==> src/rtl/cska_addsub_pipe.sv <==
// cska_addsub_pipe: pipelined carry-skip adder/subtractor with valid/ready handshake and global stall
module cska_addsub_pipe #(
   parameter int WIDTH  = 26,
   parameter int BLOCK  = 4,
   parameter int STAGES = 2
) (
   input  logic             clk,
   input  logic             rst_n,
   input  logic             in_valid,
   output logic             in_ready,
   input  logic [WIDTH-1:0] in1,
   input  logic [WIDTH-1:0] in2,
   input  logic             sub,
   output logic             out_valid,
   input  logic             out_ready,
   output logic [WIDTH-1:0] S,
   output logic             Cout,
   output logic             V
);
   localparam int SEG = (WIDTH + STAGES - 1) / STAGES;
   localparam logic [WIDTH-1:0] ONE = WIDTH'(1);

   logic adv;

   // Carry-skip add over bits [lo,hi); returns {carry into MSB, carry out, sum bits in place}
   function automatic logic [WIDTH+1:0] seg_add(input logic [WIDTH-1:0] a, input logic [WIDTH-1:0] b,
                                                input logic cin, input int lo, input int hi);
      logic [WIDTH-1:0] s;
      logic gc, rc, gp, cm;
      s  = '0;
      gc = cin;
      rc = cin;
      gp = 1'b1;
      cm = 1'b0;
      for (int i = 0; i < WIDTH; i++) begin
         if (i >= lo && i < hi) begin
            if (i == WIDTH - 1) cm = rc;
            s[i] = a[i] ^ b[i] ^ rc;
            rc   = (a[i] & b[i]) | (rc & (a[i] ^ b[i]));
            gp   = gp & (a[i] ^ b[i]);
            if ((i - lo) % BLOCK == BLOCK - 1 || i == hi - 1) begin
               gc = gp ? gc : rc;
               rc = gc;
               gp = 1'b1;
            end
         end
      end
      return {cm, gc, s};
   endfunction

   for (genvar k = 0; k < STAGES; k++) begin : g_st
      localparam int LO = (k * SEG < WIDTH) ? k * SEG : WIDTH;
      localparam int HI = (k == STAGES - 1) ? WIDTH : (((k + 1) * SEG < WIDTH) ? (k + 1) * SEG : WIDTH);
      localparam logic HAS_MSB = (LO <= WIDTH - 1) && (HI > WIDTH - 1);
      localparam logic [WIDTH-1:0] LO_MASK = (ONE << LO) - ONE;
      localparam logic [WIDTH-1:0] HI_MASK = ~((ONE << HI) - ONE);

      logic [WIDTH-1:0] a_i, b_i, s_i, s_d, s_q;
      logic             v_i, c_i, m_i, v_d, v_q, c_d, c_q, m_d, m_q;
      logic [WIDTH+1:0] r;

      if (k == 0) begin : g_in
         assign a_i = in1;
         assign b_i = sub ? ~in2 : in2;
         assign c_i = sub;
         assign v_i = in_valid;
         assign s_i = '0;
         assign m_i = 1'b0;
      end else begin : g_link
         assign a_i = g_st[k-1].g_fwd.a_q;
         assign b_i = g_st[k-1].g_fwd.b_q;
         assign c_i = g_st[k-1].c_q;
         assign v_i = g_st[k-1].v_q;
         assign s_i = g_st[k-1].s_q;
         assign m_i = g_st[k-1].m_q;
      end

      always_comb begin
         r   = seg_add(a_i, b_i, c_i, LO, HI);
         v_d = v_i;
         c_d = r[WIDTH];
         m_d = HAS_MSB ? r[WIDTH+1] : m_i;
         s_d = (s_i & LO_MASK) | r[WIDTH-1:0];
      end

      always_ff @(posedge clk)
         if (!rst_n) begin
            v_q <= 1'b0;
            c_q <= 1'b0;
            m_q <= 1'b0;
            s_q <= '0;
         end else if (adv) begin
            v_q <= v_d;
            c_q <= c_d;
            m_q <= m_d;
            s_q <= s_d;
         end

      // Only operand bits above this segment travel on
      if (k < STAGES - 1) begin : g_fwd
         logic [WIDTH-1:0] a_d, a_q, b_d, b_q;
         always_comb begin
            a_d = a_i & HI_MASK;
            b_d = b_i & HI_MASK;
         end
         always_ff @(posedge clk)
            if (!rst_n) begin
               a_q <= '0;
               b_q <= '0;
            end else if (adv) begin
               a_q <= a_d;
               b_q <= b_d;
            end
      end
   end

   always_comb begin
      out_valid = g_st[STAGES-1].v_q;
      S         = g_st[STAGES-1].s_q;
      Cout      = g_st[STAGES-1].c_q;
      V         = g_st[STAGES-1].m_q ^ g_st[STAGES-1].c_q;
      adv       = !out_valid || out_ready;
      in_ready  = adv;
   end
endmodule

==> config.mk <==
export PLATFORM = sky130hd
export DESIGN_NAME = cska_addsub_pipe
export DESIGN_NICKNAME = d
export VERILOG_FILES = /design/src/rtl/cska_addsub_pipe.sv
export SDC_FILE = /design/constraint.sdc
export NUM_CORES = 1
export LEC_CHECK = 0
export CORE_UTILIZATION = 40
export DETAILED_ROUTE_END_ITERATION = 10
export HOLD_SLACK_MARGIN = 0.05
export PLACE_DENSITY = 0.77
export SKIP_LAST_GASP = 1
export SLEW_MARGIN = 25
export SYNTH_ARGS = -nofsm -noshare
export SYNTH_HDL_FRONTEND = slang
export SYNTH_SLANG_ARGS = --single-unit
==> constraint.sdc <==
create_clock -name clk -period 15.2 [get_ports clk]
set_clock_uncertainty 0.15 [all_clocks]
set_input_delay 2.28 -clock clk [delete_from_list [all_inputs] [get_ports clk]]
set_output_delay 2.28 -clock clk [all_outputs]
set_load 0.03 [all_outputs]
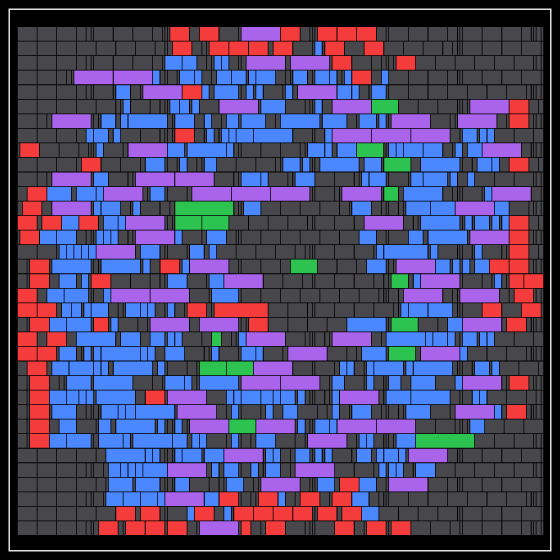
*Cell classes on the final placement, run 1*
Fill, decap, tap and diode cells in grey.
| class | colour | cells | share of their area |
|---|---|---|---|
| clock drivers and dummy loads | green | 16 | 4.8% |
| other buffers and delay cells | red | 88 | 18% |
| all other logic | blue | 311 | 48% |
| flip-flops | purple | 70 | 29% |

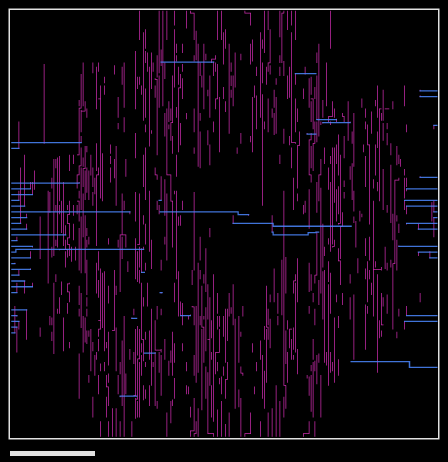
*Wiring by layer, run 1*
Bar = 20 um. Only two layers are drawn.
| layer | colour | wire length |
|---|---|---|
| met3 | blue | 365 um |
| met2 | magenta | 3910 um |
Routed Wire Length: 7880 um
drt wl/cell: 12.8 um
Total GRT Usage: 16.1%
vias: 2879

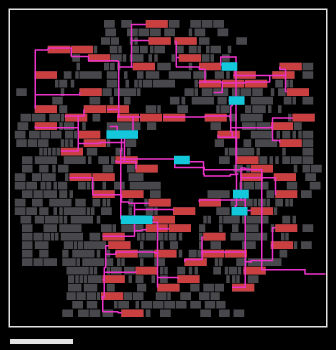
*Clock wires, drivers and flops, run 1*
Bar = 20 um.
[flip-flops] red | count: 70
[clock wires] magenta | length: 904 um
[cells driving clock nets] cyan | count: 9
routed clock nets: 10
flops lie: all over the die
Clock group: 0.172 mW
Insertion Delay late pin: 0.34 ns
Clock Power Share: 33.1%

==> results.json, run 1 <==
{
  "pin_count": 87,
  "setup_violations": 0,
  "clkCellAreaFrac_pct": 4.65,
  "seq_power_share_pct": 42.0,
  "critPathMaxStageDelay_ns": 0.58,
  "status": "finished, final reports clean",
  "cts_made_buffers": 9,
  "ys_seq_share_pct": 35.7,
  "fin_total_pwr_mw": 0.520,
  "ys_ff": 70,
  "seq_share_pct": 28.0,
  "grt_pass1_vias": 2816,
  "avgViaCountPerCell": 4.69,
  "postSynth.asyncResetShare_pct": 0,
  "r2r_cells": 22,
  "end_kind": "register",
  "compound_area_share_pct": 15.2,
  "worst-path-buf-inv": 5,
  "cts_htree_levels": 3,
  "fmax_ghz": 0.115,
  "syn2layout_area_growth_pct": 27.7,
  "top_cells_by_count": "nand2_1 (112), dfxtp_1 (70), a21boi_0 (33), inv_1 (30), fa_1 (25)",
  "yosysUniqueCellTypes": 30,
  "synth_cells": 407,
  "die_y_um": 101,
  "cp_top_family": "adder cells",
  "cts-root-buf": "clkbuf_8",
  "mux_area_share_pct": 1.72,
  "taps": 129,
  "top_cell_area_share_pct": 35.7,
  "p_leak_nw": 2.34,
  "antenna_found_initial": 0,
  "logic_area_um2": 2210,
  "intPower_mw": 0.369
}
-- run 1: metal layers --
layer	part of all wire [%]	global-route usage, %	wire length, um	vias to the layer above
met5	0	0	0	-
met4	1.6	6.35	128	0
met2	50	27.8	3910	63
met3	4.6	3.68	364	12
met1	44	19.5	3480	1366
li1	-	-	-	1438
-- run 1: placed cells by master, fill, tap and decap left out, types with 3 or more instances in the layout --
cell type        Yosys  routed
nand4_1              5       5
o211a_1             24      24
and3_1               3       3
clkdlybuf4s50_1      0      84
xor2_1              13      13
xnor2_1             15      15
a21boi_1             8       8
clkbuf_8             0      11
nor2_1               3       3
ha_1                23      23
mux2i_1              3       3
dfxtp_1             70      70
inv_1               30      30
a21boi_0            33      33
fa_1                25      25
nand2_1            112     112
### Sequential cells coloured by netlist name, run 1

Bar = 20 um. Other sequential cells in the stronger grey, the rest of the logic in the fainter grey.
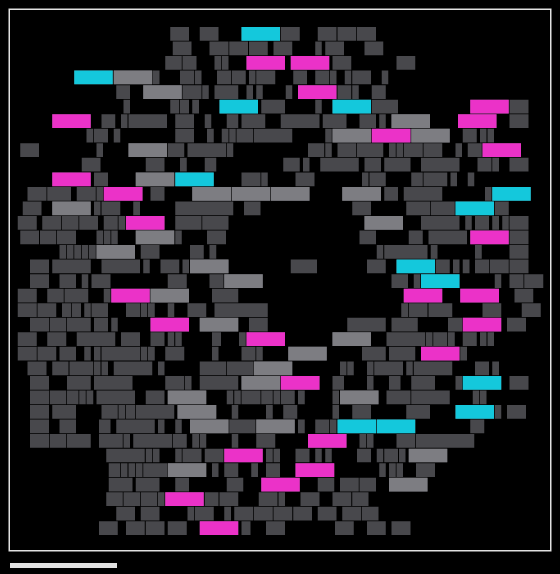

==> run 2, diff against run 1 <==
- clock period: 15.2 -> 8.5 ns (I/O delays scaled with it)
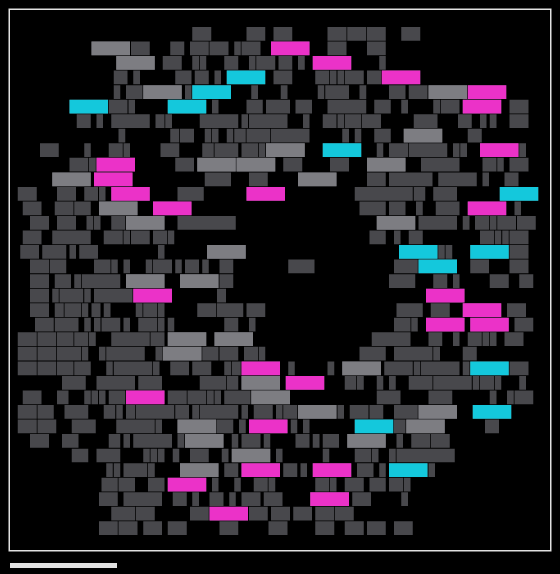
*Sequential cells coloured by netlist name, run 2*
Bar = 20 um. Other sequential cells in the stronger grey, the rest of the logic in the fainter grey.
| name in the netlist | colour | flops |
|---|---|---|
| `g_st.g_fwd.a_q` | cyan | 13 |
| `S` | magenta | 26 |
not coloured: 31

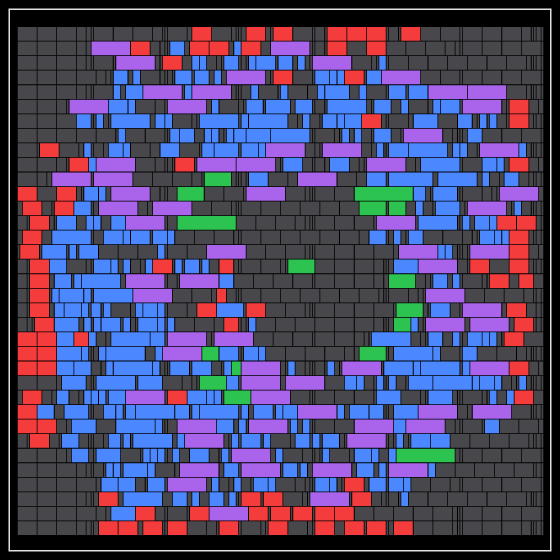
*Cell classes on the final placement, run 2*
Fill, decap, tap and diode cells in grey.
| class | colour | cells | share of their area |
|---|---|---|---|
| flip-flops | purple | 70 | 29% |
| all other logic | blue | 311 | 48% |
| other buffers and delay cells | red | 89 | 18% |
| clock drivers and dummy loads | green | 16 | 5.1% |

==> run 2 against run 1 <==
Effect of this change: synthesized cell count unchanged; register-to-register slack got worse by 6.7 ns; global-route usage increased by 0.58 points; first-iteration DRC count increased by 2.4%; non-clock buffer count increased by 1; via count increased by 0.76%; count of clock-buffer cells in the layout decreased by 2; area after synthesis unchanged; critical endpoint unchanged.
==> results.json, run 2 <==
{
  "seq_power_share_pct": 41.2,
  "grt_use_met3_pct": 4.51,
  "avgViaCountPerCell": 4.72,
  "use_met1_pct": 20.0,
  "wl_met3_um": 423,
  "vias": 2901,
  "wl_met1_um": 3520,
  "clkPwrFrac_pct": 34.4,
  "mux_area_share_pct": 1.72,
  "p_leak_nw": 2.34,
  "cts_made_buffers": 9,
  "grt_pass1_vias": 2905,
  "pin_count": 87,
  "critPathMaxStageDelay_ns": 0.50,
  "status": "finished, final reports clean",
  "intPower_mw": 0.674,
  "cts-root-buf": "clkbuf_8",
  "top_cell_area_share_pct": 35.7,
  "yosysUniqueCellTypes": 30,
  "cp_top_family": "adder cells",
  "lay_top_cells": "nand2_1 (112), clkdlybuf4s50_1 (84), dfxtp_1 (70), a21boi_0 (33), inv_1 (30)"
}
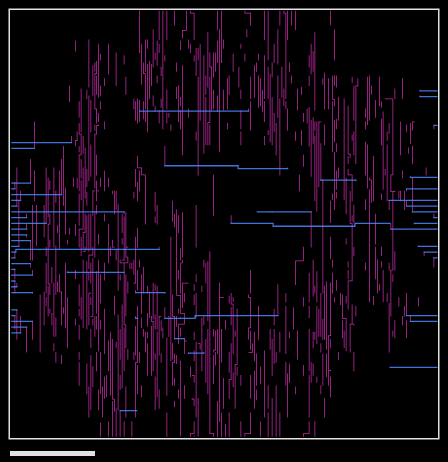
*Wiring by layer, run 2*
Bar = 20 um. Only two layers are drawn.
Routed Wire Length: 7990 um
drt wl/cell: 13.0 um
Total GRT Usage: 16.7%

[run 2: cell counts after synthesis]
No cell type changed its count.
[run 2: metrics by stage]
step / util [%] / total power [mW] / setup slack [ns]
2_1_floorplan: - / 0.541 / 1.26
3_3_place_gp: 50.8 / 0.621 / 0.873
3_5_place_dp: 50.8 / 0.631 / 0.630
4_1_cts: 53.4 / 0.959 / 0.982
5_1_grt: 53.4 / 1.00 / 0.714
6_report: 53.4 / 0.947 / 0.971
[run 2: how the worst min path moves through the flow]
stage	startpoint	to	depth (start not counted)
after detailed placement	g_st[0].v_q	g_st[0].v_q	2
final	S[4]	S[4]	2
after CTS	g_st[0].v_q	g_st[0].v_q	2
after global routing	g_st[0].v_q	g_st[0].v_q	2
after global placement	S[4]	S[4]	2
after floorplan	g_st[0].v_q	g_st[0].v_q	2
Power and IR drop assume default switching activity.
